### src/rtl/my_multiplier_if.sv
// rtl/my_multiplier_if.sv - request/result bundle of the iterative 16x16 multiplier
interface my_multiplier_if;
    logic        start;
    logic [15:0] a;
    logic [15:0] b;
    logic        busy;
    logic        done;
    logic [15:0] product;
    logic        overflow;

    modport master (
        output start,
        output a,
        output b,
        input  busy,
        input  done,
        input  product,
        input  overflow
    );

    modport slave (
        input  start,
        input  a,
        input  b,
        output busy,
        output done,
        output product,
        output overflow
    );
endinterface

### src/rtl/my_multiplier.sv
// rtl/my_multiplier.sv - shift-and-add unsigned multiplier, fixed 16 iterations
module my_multiplier (
    input  logic              clk,
    input  logic              reset,
    my_multiplier_if.slave    bus
);
    typedef enum logic [1:0] {
        ST_IDLE = 2'd0,
        ST_RUN  = 2'd1,
        ST_DONE = 2'd2
    } state_t;

    state_t      state_q, state_d;
    logic [31:0] mcand_q, mcand_d;
    logic [15:0] mplier_q, mplier_d;
    logic [31:0] acc_q, acc_d;
    logic [4:0]  cnt_q, cnt_d;
    logic [15:0] product_q, product_d;
    logic        overflow_q, overflow_d;
    logic        busy_o, done_o;

    logic        load;
    logic        iter_last;
    logic [31:0] acc_sum;

    // A new operation is accepted only from IDLE or straight out of DONE
    assign load      = bus.start && ((state_q == ST_IDLE) || (state_q == ST_DONE));
    assign iter_last = (cnt_q == 5'd15);
    // Carry past bit 31 cannot occur for 16x16 operands, so a 32-bit sum is exact
    assign acc_sum   = acc_q + (mplier_q[0] ? mcand_q : 32'h0000_0000);

    // State register
    always_ff @(posedge clk) begin
        if (reset) begin
            state_q <= ST_IDLE;
        end else begin
            state_q <= state_d;
        end
    end

    // Next-state logic: RUN always lasts 16 edges, no early exit on zero operands
    always_comb begin
        state_d = state_q;
        case (state_q)
            ST_IDLE: state_d = bus.start ? ST_RUN : ST_IDLE;
            ST_RUN:  state_d = iter_last ? ST_DONE : ST_RUN;
            ST_DONE: state_d = bus.start ? ST_RUN : ST_IDLE;
            default: state_d = ST_IDLE;
        endcase
    end

    // Output decode from state
    always_comb begin
        busy_o = 1'b0;
        done_o = 1'b0;
        case (state_q)
            ST_RUN:  busy_o = 1'b1;
            ST_DONE: done_o = 1'b1;
            default: begin
                busy_o = 1'b0;
                done_o = 1'b0;
            end
        endcase
    end

    // Datapath next values: operand latch, one add/shift step per RUN edge, result capture
    always_comb begin
        mcand_d    = mcand_q;
        mplier_d   = mplier_q;
        acc_d      = acc_q;
        cnt_d      = cnt_q;
        product_d  = product_q;
        overflow_d = overflow_q;
        if (load) begin
            mcand_d  = {16'h0000, bus.a};
            mplier_d = bus.b;
            acc_d    = 32'h0000_0000;
            cnt_d    = 5'd0;
        end else if (state_q == ST_RUN) begin
            acc_d    = acc_sum;
            mcand_d  = {mcand_q[30:0], 1'b0};
            mplier_d = {1'b0, mplier_q[15:1]};
            cnt_d    = cnt_q + 5'd1;
            if (iter_last) begin
                product_d  = acc_sum[15:0];
                overflow_d = |acc_sum[31:16];
            end
        end
    end

    // Datapath registers; result registers hold until the next entry to DONE
    always_ff @(posedge clk) begin
        if (reset) begin
            mcand_q    <= 32'h0000_0000;
            mplier_q   <= 16'h0000;
            acc_q      <= 32'h0000_0000;
            cnt_q      <= 5'd0;
            product_q  <= 16'h0000;
            overflow_q <= 1'b0;
        end else begin
            mcand_q    <= mcand_d;
            mplier_q   <= mplier_d;
            acc_q      <= acc_d;
            cnt_q      <= cnt_d;
            product_q  <= product_d;
            overflow_q <= overflow_d;
        end
    end

    assign bus.busy     = busy_o;
    assign bus.done     = done_o;
    assign bus.product  = product_q;
    assign bus.overflow = overflow_q;
endmodule

### src/flat_wrapper.sv
// flat-port wrapper written by rule: the top's interface ports become plain ports
module my_multiplier_flat 
  (clk, reset, bus_start, bus_a, bus_b, bus_busy, bus_done, bus_product, bus_overflow);
  my_multiplier_if bus_i ();
  input  logic clk;
  input  logic reset;
  input wire logic [$bits(bus_i.start)-1:0] bus_start;
  input wire logic [$bits(bus_i.a)-1:0] bus_a;
  input wire logic [$bits(bus_i.b)-1:0] bus_b;
  output wire logic [$bits(bus_i.busy)-1:0] bus_busy;
  output wire logic [$bits(bus_i.done)-1:0] bus_done;
  output wire logic [$bits(bus_i.product)-1:0] bus_product;
  output wire logic [$bits(bus_i.overflow)-1:0] bus_overflow;
  assign bus_i.start = bus_start;
  assign bus_i.a = bus_a;
  assign bus_i.b = bus_b;
  assign bus_busy = bus_i.busy;
  assign bus_done = bus_i.done;
  assign bus_product = bus_i.product;
  assign bus_overflow = bus_i.overflow;
  my_multiplier u_core (.clk(clk), .reset(reset), .bus(bus_i));
endmodule
### config.mk
export PLATFORM = sky130hd
export DESIGN_NAME = my_multiplier_flat
export DESIGN_NICKNAME = d
export VERILOG_FILES = /design/src/rtl/my_multiplier_if.sv /design/src/rtl/my_multiplier.sv /design/src/flat_wrapper.sv
export SDC_FILE = /design/constraint.sdc
export NUM_CORES = 1
export LEC_CHECK = 0
export ABC_AREA = 1
export CAP_MARGIN = 10
export CORE_ASPECT_RATIO = 0.6
export CORE_MARGIN = 8
export CORE_UTILIZATION = 53
export DETAILED_ROUTE_END_ITERATION = 7
export PLACE_DENSITY = 0.79
export SETUP_SLACK_MARGIN = 0.3
export SYNTH_ARGS = -nofsm -noshare
export SYNTH_HDL_FRONTEND = slang
export SYNTH_SLANG_ARGS = --single-unit
### constraint.sdc
create_clock -name clk -period 2.2 [get_ports clk]
set_input_delay 0.55 -clock clk [delete_from_list [all_inputs] [get_ports clk]]
set_output_delay 0.55 -clock clk [all_outputs]
set_load 0.05 [all_outputs]
### Metal 2, run 1

The bar under the picture is 50 um long.
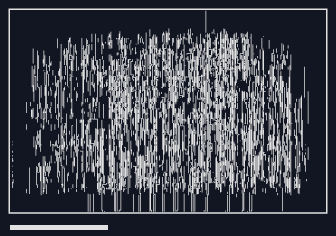
longest straight run: 40.1 um
main direction: vertical
wire length on this layer: 10900 um
nets with wire on the layer: 1108
share of all routed wire: 43%

### Placed standard cells, run 1

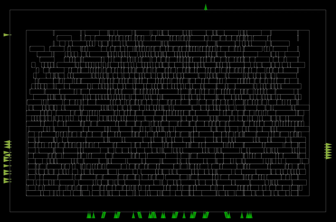
sequential cell count: 104
Seq/total area: 20.7%
Core Area: 12100 um^2
number of placement rows: 31
final core utilization: 82.8%

==> flow_summary_export.csv, run 1 <==
group,metric,value,unit
run_status,status,"finished with violations",
run_status,violations,"negative setup slack",
pwr,p_per_area,476,nW/um^2
clock_tree,cts_sinks,104,
critical_path,worst_ep_arrival_time,2.75,ns
detailed_routing,vias,7826,
final_timing,fin_crit,2.50,ns
final_layout,num_antenna_cells,0,
global_route,first_global_vias,7259,
detailed_routing,ant_nets,0,
hold_path,hold_path_end,"u_core.mplier_q[14]",
synthesis,ys.warnings.count,0,
final_layout,drive_gt1_share,33.9,%
detailed_routing,dr_wl_met2,10900,um
clock_tree,cts_max_path_buffers,2,
detailed_routing,via_per_inst,5.60,
synthesis,most_common_cell,"nand2_1",
pwr,swShare,31.1,%
critical_path,r2r_cells,18,
final_layout,top_regs,"u_core.acc_q: 32 flops, u_core.mcand_q: 32 flops",
final_layout,inv_count,220,
synthesis,synth_stat.cells,1083,
final_timing,setup_viol,30,
detailed_routing,drc,0,
final_layout,seq_area,2090,um^2
synthesis,ys.flop_type,"dfxtp_1",
clock_tree,cts_setup_buffers,12,
final_timing,worstMarginPinSlew,0.522,ns
place,post-place-ws,-0.212,ns
synthesis,mux_area_share,0,%
clock_tree,cts_tree,"yes",
floorplanning,io_pins,54,
hold_path,hold_depth,2,
pwr,p_comb_share,22.6,%
floorplanning,taps,165,
detailed_routing,wl_met3,3010,um
pwr,power_switching,1490,uW
critical_path,r2r-end,"u_core.bus.overflow",
final_timing,timing.final.ws_setup,-0.304,ns
synthesis,adder_share,6.50,%
synthesis,syn_avg_cell_area,6.15,um^2
critical_path,path_depth,18,
flow_run,maxCapViolCount,0,
global_route,grt.busiest_layer,"met2",
clock_tree,h-tree-depth,3,
global_route,grt_use_met1,37.8,%
global_route,grt_pass1_wl,36800,um
final_layout,largest_class,"logic gates",
clock_tree,numCtsBuffers,9,
synthesis,top_cells_by_count,"nand2_1 (365), inv_1 (208), dfxtp_1 (104)",
pwr,p_comb,1080,uW
final_layout,nets,1296,
critical_path,cp.required,2.45,ns
final_timing,clock.fmax,399,MHz
critical_path,crit_family,"simple AND/OR/NAND/NOR gates",
synthesis,ys_seq_share,31.3,%
synthesis,edf_count,0,
final_layout,num-clock-buffers,10,
synthesis,yosys.area_share.aoi,13.9,%
final_layout,final_common_cell,"nand2_1",
synthesis,top_logic_kind,"simple AND/OR/NAND/NOR gates",
floorplanning,die_h,103,um
detailed_routing,wire_per_inst,18.3,um
final_layout,design_area,10100,um^2
critical_path,setup.worst_path.start,"u_core.mplier_q[0]",
place,place_inst,1357,
final_layout,comb_area,5000,um^2
final_timing,hold_ws,0.464,ns
final_timing,finalClockPeriodUsage,114,%
final_timing,drv_slew,0,
pwr,pg_seq,2050,uW
critical_path,cp_max_fo,6,
final_layout,buf_share,16.1,%
detailed_routing,wirelength,25500,um
final_timing,setup-tns-final,-3.40,ns
final_layout,nMultiInputCombCells,723,
### Clock wires, drivers and flops, run 1

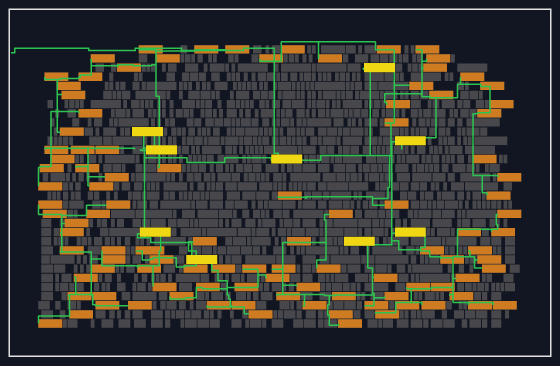
legend:
  orange:
    item: flip-flops
    count: 104
  yellow:
    item: cells driving clock nets
    count: 9
  green:
    item: clock wires
    length: 1370 um
routed clock nets: 10
flops lie: spread over the die
clock-net power: 1650 uW
Latency at later pin: 0.36 ns
clock network fraction of total power: 34.5%

--- run 2 (diff from run 1) ---
--- a/constraint.sdc
+++ b/constraint.sdc
@@ -3,2 +3,2 @@
 set_output_delay 0.55 -clock clk [all_outputs]
-set_load 0.05 [all_outputs]
+set_load 0.005 [all_outputs]
### Metal 2, run 2

The bar under the picture is 50 um long.
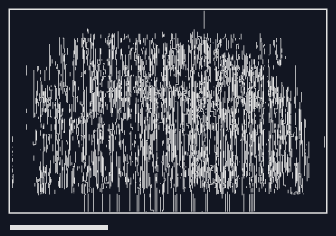
main direction: vertical
wire length on this layer: 9910 um
longest straight run: 35.0 um
share of all routed wire: 43%

### Placed standard cells, run 2

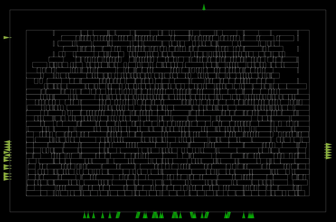
final core utilization: 79.4%
Seq/total area: 21.7%
Finished Layout Cells: 1379
TAP cells: 165

==> run 2 against run 1 <==
Net effect:
- the flow still finishes with violations (negative setup slack)
- synthesized area stayed put
- first-iteration DRC count is 3.0% lower
- final area is 4.2% lower
- hold slack better by 0.0098 ns
- total power is 0.71% lower
- maximum frequency is 1.8% higher
- largest cell class unchanged
==> flow_summary_export.csv, run 2 <==
group,metric,value,unit
synthesis,synth_stat.cells,1083,
synthesis,ys.flop_type,"dfxtp_1",
final_timing,finalClockPeriodUsage,112,%
synthesis,edf_count,0,
synthesis,ys.warnings.count,0,
detailed_routing,via_per_inst,5.41,
final_layout,design_area,9640,um^2
final_layout,buf_share,14.5,%
final_timing,hold_ws,0.474,ns
final_layout,final_common_cell,"nand2_1",
final_layout,nets,1278,
flow_run,maxCapViolCount,0,
critical_path,cp_max_fo,17,
final_layout,top_regs,"u_core.acc_q: 32 flops, u_core.mcand_q: 32 flops",
final_layout,ff_count,104,
detailed_routing,wl_met3,2510,um
pwr,powerClk,1770,uW
pwr,pg_seq,2050,uW
critical_path,r2r_cells,19,
critical_path,crit_slowest_cell,"dfxtp_4",
detailed_routing,ant_nets,0,
floorplanning,rows,31,
pwr,p_per_area,493,nW/um^2
floorplanning,core_area,12100,um^2
clock_tree,cts_max_path_buffers,2,
critical_path,worst_ep_arrival_time,2.70,ns
clock_tree,numCtsBuffers,9,
final_timing,fin_crit,2.46,ns
global_route,met2_usage,40.2,%
synthesis,mux_area_share,0,%
synthesis,yosys.area_share.aoi,13.9,%
critical_path,cp.required,2.44,ns
synthesis,topCellsByArea,"dfxtp_1 (31%), nand2_1 (21%), inv_1 (12%), ha_1 (6.2%), nor2_1 (4.6%)",
place,place_inst,1346,
final_layout,nMultiInputCombCells,723,
clock_tree,clock.latency.late_pin,0.36,ns
final_timing,clock.fmax,407,MHz
synthesis,syn_avg_cell_area,6.15,um^2
global_route,grt.busiest_layer,"met2",
hold_path,hold_path_end,"u_core.bus.product[5]",
hold_path,hold_depth,2,
pwr,p_comb_share,19.7,%
critical_path,path_depth,19,
critical_path,rrSetupSlack,-0.26,ns
pwr,swShare,30.4,%
final_timing,timing.final.ws_setup,-0.259,ns
detailed_routing,wire_per_inst,16.8,um
run_status,status,"finished with violations",
floorplanning,io_pins,54,
floorplanning,die_h,103,um
final_timing,drv_slew,0,
critical_path,r2r-end,"u_core.bus.overflow",
run_status,violations,"negative setup slack",
critical_path,regToRegStartpoint,"u_core.mplier_q[0]",
final_layout,drive_gt1_share,29.9,%
detailed_routing,vias,7466,
detailed_routing,dr_wl_met2,9910,um
clock_tree,cts_sinks,104,
synthesis,top_cells_by_count,"nand2_1 (365), inv_1 (208), dfxtp_1 (104)",
final_layout,num-clock-buffers,9,
final_timing,setup-tns-final,-1.21,ns
synthesis,top_logic_kind,"simple AND/OR/NAND/NOR gates",
final_layout,inv_count,220,
pwr,clkPwrFrac,37.2,%
pwr,p_comb,938,uW
final_layout,largest_class,"logic gates",
global_route,grt_use_met1,36.7,%
global_route,first_global_vias,7075,
detailed_routing,wirelength,23200,um
synthesis,ys_seq_share,31.3,%
synthesis,adder_share,6.50,%
clock_tree,cts_setup_buffers,10,
final_timing,setup_viol,20,
synthesis,most_common_cell,"nand2_1",
detailed_routing,drc,0,
clock_tree,cts_tree,"yes",
Power and IR drop assume default switching activity.
